File: src/rtl/uart_txq_if.sv
// uart_txq_if: byte link between the transmit queue and the UART transmitter.
// The queue side (master) drives the byte and its write strobe.
// The transmitter side (slave) reports when it can take another byte.
`timescale 1ns/1ps
interface uart_txq_if;
   logic [7:0] tx_data;
   logic       tx_we;
   logic       tx_ready;

   modport master (
      output tx_data,
      output tx_we,
      input  tx_ready
   );

   modport slave (
      input  tx_data,
      input  tx_we,
      output tx_ready
   );
endinterface

File: src/rtl/uart_txq.sv
// uart_txq: byte queue between the to_host MMIO write and the UART transmitter.
// Host writes are pushed into a circular buffer. A small drain FSM hands the
// bytes one at a time to the transmitter, keeping a guard window after every
// strobe so that the transmitter's READY is not sampled before it has dropped.
`timescale 1ns/1ps
module uart_txq #(
   parameter int DEPTH_LOG = 4,
   parameter int GUARD     = 2
) (
   input  logic                 clk,
   input  logic                 rst_async,
   input  logic [7:0]           wdata,
   input  logic                 we,
   output logic                 avail,
   output logic                 empty,
   output logic [DEPTH_LOG:0]   count,
   output logic                 ovf,
   input  logic                 ovf_clr,
   uart_txq_if.master           tx
);

   localparam int DEPTH  = 1 << DEPTH_LOG;
   localparam int PTR_W  = DEPTH_LOG + 1;
   localparam int GCNT_W = (GUARD < 2) ? 1 : $clog2(GUARD);

   typedef enum logic [1:0] {
      ST_IDLE,
      ST_ISSUE,
      ST_GUARD,
      ST_WAIT
   } state_t;

   // Byte storage; no reset so it maps onto block RAM.
   logic [7:0]        mem [DEPTH];

   // Pointers carry one extra bit so that full and empty can be told apart.
   logic [PTR_W-1:0]  wr_ptr_reg;
   logic [PTR_W-1:0]  wr_ptr_next;
   logic [PTR_W-1:0]  rd_ptr_reg;
   logic [PTR_W-1:0]  rd_ptr_next;
   logic              ovf_reg;
   logic              ovf_next;

   state_t            state_reg;
   logic [GCNT_W-1:0] guard_cnt_reg;
   logic              tx_we_reg;
   logic [7:0]        tx_data_reg;

   logic [PTR_W-1:0]  occupancy;
   logic              full;
   logic              is_empty;
   logic              push;
   logic              pop;
   logic              ovf_set;

   // Occupancy flags and the push/pop decisions, all from registered state.
   always_comb begin
      occupancy = wr_ptr_reg - rd_ptr_reg;
      is_empty  = (wr_ptr_reg == rd_ptr_reg);
      full      = (occupancy == PTR_W'(DEPTH));
      // Fullness is taken at the start of the cycle, so a pop in the same
      // cycle does not make room for a push into a full queue.
      push      = we && !full;
      ovf_set   = we && full;
      // The head leaves the queue on the edge that starts the strobe.
      pop       = (state_reg == ST_IDLE) && !is_empty && tx.tx_ready;
   end

   // Next-state for the pointers and the sticky overflow flag (set wins).
   always_comb begin
      wr_ptr_next = wr_ptr_reg;
      rd_ptr_next = rd_ptr_reg;
      ovf_next    = ovf_reg;
      if (push) begin
         wr_ptr_next = wr_ptr_reg + PTR_W'(1);
      end
      if (pop) begin
         rd_ptr_next = rd_ptr_reg + PTR_W'(1);
      end
      if (ovf_set) begin
         ovf_next = 1'b1;
      end else if (ovf_clr) begin
         ovf_next = 1'b0;
      end
   end

   // Write port of the byte storage.
   always_ff @(posedge clk) begin
      if (push) begin
         mem[wr_ptr_reg[DEPTH_LOG-1:0]] <= wdata;
      end
   end

   // Pointer and overflow registers; a reset discards everything queued.
   // While reset is low every edge is ignored, including one that lines up
   // with the release, so a write on that edge is lost by construction.
   always_ff @(posedge clk or negedge rst_async) begin
      if (!rst_async) begin
         wr_ptr_reg <= '0;
         rd_ptr_reg <= '0;
         ovf_reg    <= 1'b0;
      end else begin
         wr_ptr_reg <= wr_ptr_next;
         rd_ptr_reg <= rd_ptr_next;
         ovf_reg    <= ovf_next;
      end
   end

   // Drain FSM with registered strobe and data: IDLE -> ISSUE -> GUARD -> WAIT.
   always_ff @(posedge clk or negedge rst_async) begin
      if (!rst_async) begin
         state_reg     <= ST_IDLE;
         guard_cnt_reg <= '0;
         tx_we_reg     <= 1'b0;
         tx_data_reg   <= 8'h00;
      end else begin
         tx_we_reg <= 1'b0;
         case (state_reg)
            ST_IDLE: begin
               if (pop) begin
                  tx_we_reg   <= 1'b1;
                  tx_data_reg <= mem[rd_ptr_reg[DEPTH_LOG-1:0]];
                  state_reg   <= ST_ISSUE;
               end
            end
            ST_ISSUE: begin
               if (GUARD == 0) begin
                  state_reg <= ST_WAIT;
               end else begin
                  guard_cnt_reg <= GCNT_W'(GUARD - 1);
                  state_reg     <= ST_GUARD;
               end
            end
            ST_GUARD: begin
               // READY is still high from before the strobe; do not look at it.
               if (guard_cnt_reg == '0) begin
                  state_reg <= ST_WAIT;
               end else begin
                  guard_cnt_reg <= guard_cnt_reg - GCNT_W'(1);
               end
            end
            ST_WAIT: begin
               if (tx.tx_ready) begin
                  state_reg <= ST_IDLE;
               end
            end
            default: begin
               state_reg <= ST_IDLE;
            end
         endcase
      end
   end

   assign avail      = !full;
   assign empty      = is_empty;
   assign count      = occupancy;
   assign ovf        = ovf_reg;
   assign tx.tx_we   = tx_we_reg;
   assign tx.tx_data = tx_data_reg;

endmodule

File: src/flat_wrapper.sv
// flat-port wrapper written by rule: the top's interface ports become plain ports
module uart_txq_flat 
#(
   parameter int DEPTH_LOG = 4,
   parameter int GUARD     = 2
)
  (clk, rst_async, wdata, we, avail, empty, count, ovf, ovf_clr, tx_tx_data, tx_tx_we, tx_tx_ready);
  uart_txq_if tx_i ();
  input  logic clk;
  input  logic rst_async;
  input  logic [7:0] wdata;
  input  logic we;
  output logic avail;
  output logic empty;
  output logic [DEPTH_LOG:0] count;
  output logic ovf;
  input  logic ovf_clr;
  output wire logic [$bits(tx_i.tx_data)-1:0] tx_tx_data;
  output wire logic [$bits(tx_i.tx_we)-1:0] tx_tx_we;
  input wire logic [$bits(tx_i.tx_ready)-1:0] tx_tx_ready;
  assign tx_tx_data = tx_i.tx_data;
  assign tx_tx_we = tx_i.tx_we;
  assign tx_i.tx_ready = tx_tx_ready;
  uart_txq #(.DEPTH_LOG(DEPTH_LOG), .GUARD(GUARD)) u_core (.clk(clk), .rst_async(rst_async), .wdata(wdata), .we(we), .avail(avail), .empty(empty), .count(count), .ovf(ovf), .ovf_clr(ovf_clr), .tx(tx_i));
endmodule
File: config.mk
export PLATFORM = sky130hd
export DESIGN_NAME = uart_txq_flat
export DESIGN_NICKNAME = d
export VERILOG_FILES = /design/src/rtl/uart_txq_if.sv /design/src/rtl/uart_txq.sv /design/src/flat_wrapper.sv
export SDC_FILE = /design/constraint.sdc
export NUM_CORES = 1
export LEC_CHECK = 0
export ABC_AREA = 1
export CELL_PAD_IN_SITES_DETAIL_PLACEMENT = 0
export CELL_PAD_IN_SITES_GLOBAL_PLACEMENT = 1
export CORE_MARGIN = 4
export CORE_UTILIZATION = 25
export DETAILED_ROUTE_END_ITERATION = 10
export PLACE_DENSITY_LB_ADDON = 0.1
export SKIP_CTS_REPAIR_TIMING = 1
export SYNTH_ARGS = -nofsm -noshare
export SYNTH_HDL_FRONTEND = slang
export SYNTH_SLANG_ARGS = --single-unit
export TNS_END_PERCENT = 30
File: constraint.sdc
create_clock -name clk -period 3.2 [get_ports clk]
set_clock_uncertainty 0.1 [all_clocks]
set_input_delay 0.48 -clock clk [delete_from_list [all_inputs] [get_ports clk]]
set_output_delay 0.48 -clock clk [all_outputs]
set_load 0.005 [all_outputs]
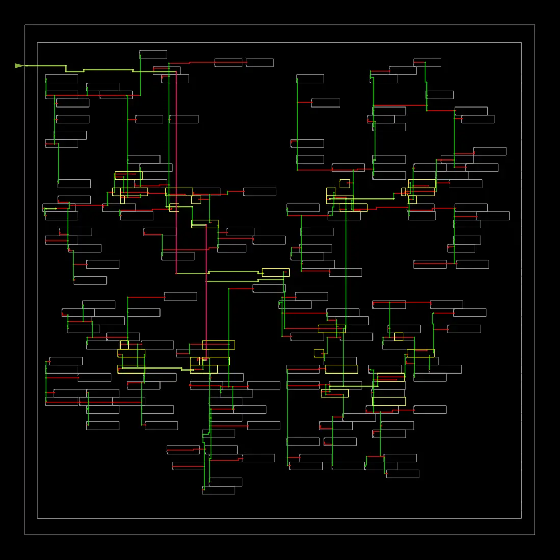
**Above:** run 1 (clock wiring as the flow saved it).
FF+latch count: 151
Clock Latency Late Sink: 0.42 ns
Num CTS Buffers: 17
Layout clock buffers: 18

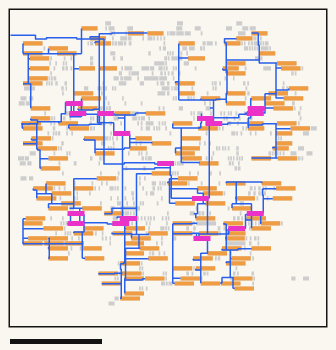
**Above:** run 1 (routed clock nets over the placement).
Bar = 50 um.
[clock-net drivers] magenta | count: 17
[clock wires] blue | length: 2120 um
[flip-flops] orange | count: 151
flops lie: all over the die
P_clk: 2.07 mW
clock power share: 0.267

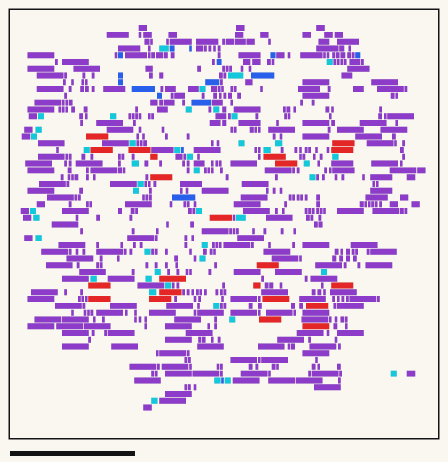
**Above:** run 1 (cells by drive strength).
Bar = 50 um.
[x2] blue | cells: 16 | share: 2.2%
[x6 and larger] red | cells: 22 | share: 3.0%
[x1 and smaller] purple | cells: 645 | share: 89%
[x3 and x4] cyan | cells: 45 | share: 6.2%

run 1: logic make-up (layout without fill, tap and decap cells):
logic type,count (synthesis),after routing,share of synthesized area
simple gates,407,407,0.2476
flops,151,151,0.6586
buf+inv,67,135,0.04624
fa+ha+maj,14,14,0.02722
compound gates,13,13,0.009882
xor+xnor,8,8,0.01044
run 1: layout make-up:
class	count	area share
sequential	151	0.5436
multi-input combinational	442	0.2447
timing repair buffer	63	0.06735
clock buffer	18	0.05274
tap	335	0.05151
clock inverter	14	0.02168
inverter	40	0.01845
run 1: power by group:
group	switching, mW	leakage (nW)	internal, mW
Combinational	1.97	1.56	1.08
Sequential	0.185	1.42	2.44
Clock	0.834	0.281	1.23
==> flow_summary.json, run 1 <==
{
  "grt_max_degree": 68,
  "slew_headroom": 0.4543,
  "flop_cell": "edfxtp_1",
  "common_cells": "nand2_1, edfxtp_1, nor2_1, nand3_1, inv_1",
  "final_core_util": 0.3105,
  "path_clk_slew_ns": 0.07,
  "period_needed_ns": 3.077,
  "yosys_area_mm2": 0.006710,
  "cp_cell_sequence": "inv_1, ha_1, fa_2, nand3b_1, nand2_1, nand2_1, nand2_1, clkdlybuf4s50_1",
  "top_cell_area_share": 0.5728,
  "drt_iter0_drc": 264,
  "drv_slew": 0,
  "met1_usage": 0.1979,
  "drive_above_1_share": 0.1140,
  "met3_length_um": 597,
  "crit_path_end_kind": "output pin",
  "worst_path_max_delay_cell": "clkdlybuf4s50_1",
  "hold_violations": 0,
  "synth_top_cell_by_area": "edfxtp_1",
  "edf_count": 128,
  "yosysUniqueCellTypes": 27,
  "netlist_area_mm2": 0.006710,
  "routedLengthMet1_um": 9761,
  "drv_cap": 0,
  "cpPeakStageDelay_ns": 0.54,
  "lay_top_count": "nand2_1",
  "fin_crit_sh": 0.9617,
  "critPathKind": "flip-flop to output pin",
  "crit_required_ns": 2.62,
  "clock-sinks": 151,
  "worstSetupPathDepth": 8,
  "cp.arrival_ns": 2.50,
  "ys_cells": 660,
  "numPortBuffers": 29,
  "die_x_um": 171.8,
  "fin_cells": 1063,
  "busiest_layer": "met2",
  "die_h_um": 171.8,
  "numSynthFlops": 151,
  "synth_cells": 660,
  "max_slew.worst_pin.slew_ns": 0.8185,
  "cts_tree": "built",
  "wl_per_cell_um": 18.75,
  "fmax_ghz": 0.3250,
  "io_pins": 30,
  "use_met3": 0.02505,
  "vias": 4544,
  "grt_pass1_vias": 4665,
  "dp_cells": 1031,
  "path_buffers": 2,
  "holdCritPathClass": "input port to async pin",
  "fp_nets": 687,
  "startpoint_type": "flip-flop",
  "first_pass_iters": 4,
  "viasPerCell": 4.275,
  "power_mw": 7.752,
  "synthArstFlopShare": 0.1523,
  "drc": 0,
  "fin_hold_ws_ns": 0.3529,
  "reg2reg_to": "u_core.mem[0][4]",
  "chipArea_mm2": 0.02953,
  "largest_reg_flops": 128,
  "rsz0062_at_grt": "true",
  "tns_ns": 0,
  "grtUsageTotal": 0.1401,
  "top_layer": "met4",
  "antenna_left": 0,
  "ff2ff_path_depth": 10,
  "fill_cells": 2701,
  "core_mm2": 0.02621,
  "crit_family": "buffers and inverters",
  "rrSetupSlack_ns": 0.54,
  "rows": 59,
  "setup_viol": 0,
  "globalplace.congestion": 0.7582,
  "irDropWorstVdd_mv": 0.3439,
  "warning_count": 33,
  "p_leak_nw": 3.270,
  "outcome": "complete, no violations",
  "avgSynthCellArea_um2": 10.17,
  "setup_ws_ns": 0.1226,
  "path_max_fanout": 5,
  "final_cell_mix": "nand2_1, edfxtp_1, nor2_1",
  "ys_seq_share": 0.6586
}
--- run 2 (diff from run 1) ---
CELL_PAD_IN_SITES_DETAIL_PLACEMENT = 2   (was 0)
CELL_PAD_IN_SITES_GLOBAL_PLACEMENT = 2   (was 1)
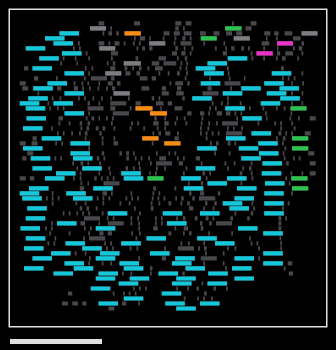
**Above:** run 2 (where the registers sit).
Bar = 50 um. Other sequential cells in the stronger gray, the rest of the logic in the fainter gray.
[u_core.rd_ptr_reg] orange | placed flops: 5
[u_core.tx.tx_data] green | placed flops: 8
[u_core.state_reg] magenta | placed flops: 2
[u_core.mem] cyan | placed flops: 128 | where: all over the die
not colored: 8

==> flow_summary.json, run 2 <==
{
  "path_max_fanout": 5,
  "ff2ff_path_depth": 10,
  "vias": 4666,
  "dp_cells": 1032,
  "lay_top_count": "nand2_1",
  "numSynthFlops": 151,
  "ys_sh_simple": 0.2476,
  "crit_required_ns": 2.62,
  "fin_cells": 1065,
  "cp.arrival_ns": 2.49,
  "drt_iter0_drc": 227,
  "slew_headroom": 0.4838,
  "rows": 59,
  "p_comb_frac": 0.412,
  "common_cells": "nand2_1, edfxtp_1, nor2_1, nand3_1, inv_1",
  "outcome": "complete, no violations",
  "startpoint_type": "flip-flop",
  "hold_violations": 0,
  "p_int_mw": 4.504,
  "worstSetupPathDepth": 8,
  "path_buffers": 2,
  "rrSetupSlack_ns": 0.54,
  "clk_latency_ns": 0.42,
  "grt_pass1_vias": 5269,
  "wl_per_cell_um": 19.93,
  "fin_hold_ws_ns": 0.3338,
  "logic_gates": 442,
  "reg2reg_to": "u_core.mem[3][0]",
  "critPathKind": "flip-flop to output pin",
  "irDropWorstVdd_mv": 0.2969,
  "tns_ns": 0,
  "yosysUniqueCellTypes": 27,
  "fill_cells": 2862,
  "numCtsBuffers": 17,
  "pwr-share-seq": 0.347,
  "io_pins": 30,
  "power_mw": 7.500,
  "holdCritPathClass": "input port to async pin",
  "sh_comb_area": 0.2463,
  "drive_above_1_share": 0.1084,
  "crit_family": "adder cells",
  "warning_count": 33,
  "period_needed_ns": 3.075,
  "xor_share": 0.01044,
  "setup_ws_ns": 0.1251,
  "drv_cap": 0,
  "flops": 151,
  "seq_share": 0.5493,
  "core_mm2": 0.02621,
  "viasPerCell": 4.381,
  "largest_reg_flops": 128,
  "switching_share": 0.3995,
  "rsz0062_at_grt": "true",
  "taps": 335,
  "edf_count": 128,
  "setup_viol": 0,
  "die_x_um": 171.8,
  "globalplace.congestion": 0.7435,
  "final_cell_mix": "nand2_1, edfxtp_1, nor2_1",
  "flop_cell": "edfxtp_1",
  "ys_sh_aoi": 0.009883,
  "clkPwrFrac": 0.241,
  "clock-sinks": 151,
  "numPortBuffers": 29,
  "netlist_area_mm2": 0.006710
}
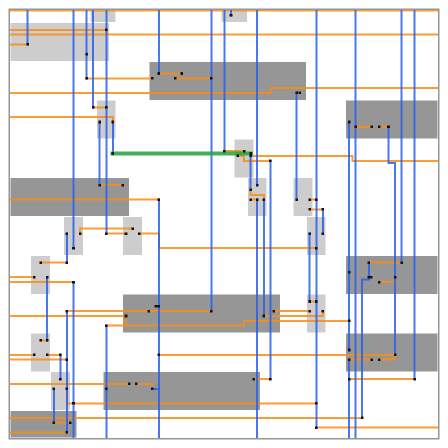
**Above:** run 2 (a small window of the routed layout).
Region (114, 28) to (144, 58) um. Cells in gray, sequential cells in the stronger gray; small squares are vias.
[M1] orange
[M2] blue
[M3] green
netlist names of flops here include: u_core.mem (7)
most frequent: nand2_1 (11), edfxtp_1 (7), clkbuf_16 (1)
cells with their middle in the window: 19
sequential cells in the window: 7

-- run 2: cell types whose count changed in the layout (fill, tap and decap cells not counted), moves of 2 or more --
| cell | change |
|---|---|
| clkinv_4 | -3 |
| clkinv_1 | +3 |
| clkinv_2 | +2 |
| bufinv_16 | -3 |
-- run 2: power by group through the flow --
stage	Clock, mW	Combinational, mW	Sequential (mW)
finish	1.81	3.09	2.61
CTS	1.87	3.19	2.61
global placement	0	3.14	2.63
global route	1.96	3.52	2.64
floorplan	0	1.90	2.60
detailed placement	0	3.17	2.65
-- run 2: metal layers --
layer / share of wire / wire length (um) / track usage
met1: 0.49 / 10300 / 0.2079
met2: 0.49 / 10390 / 0.2537
met3: 0.020 / 426 / 0.02091
met4: 0.0052 / 111 / 0.03794
met5: 0 / 0 / 0
Power and IR drop assume default switching activity.
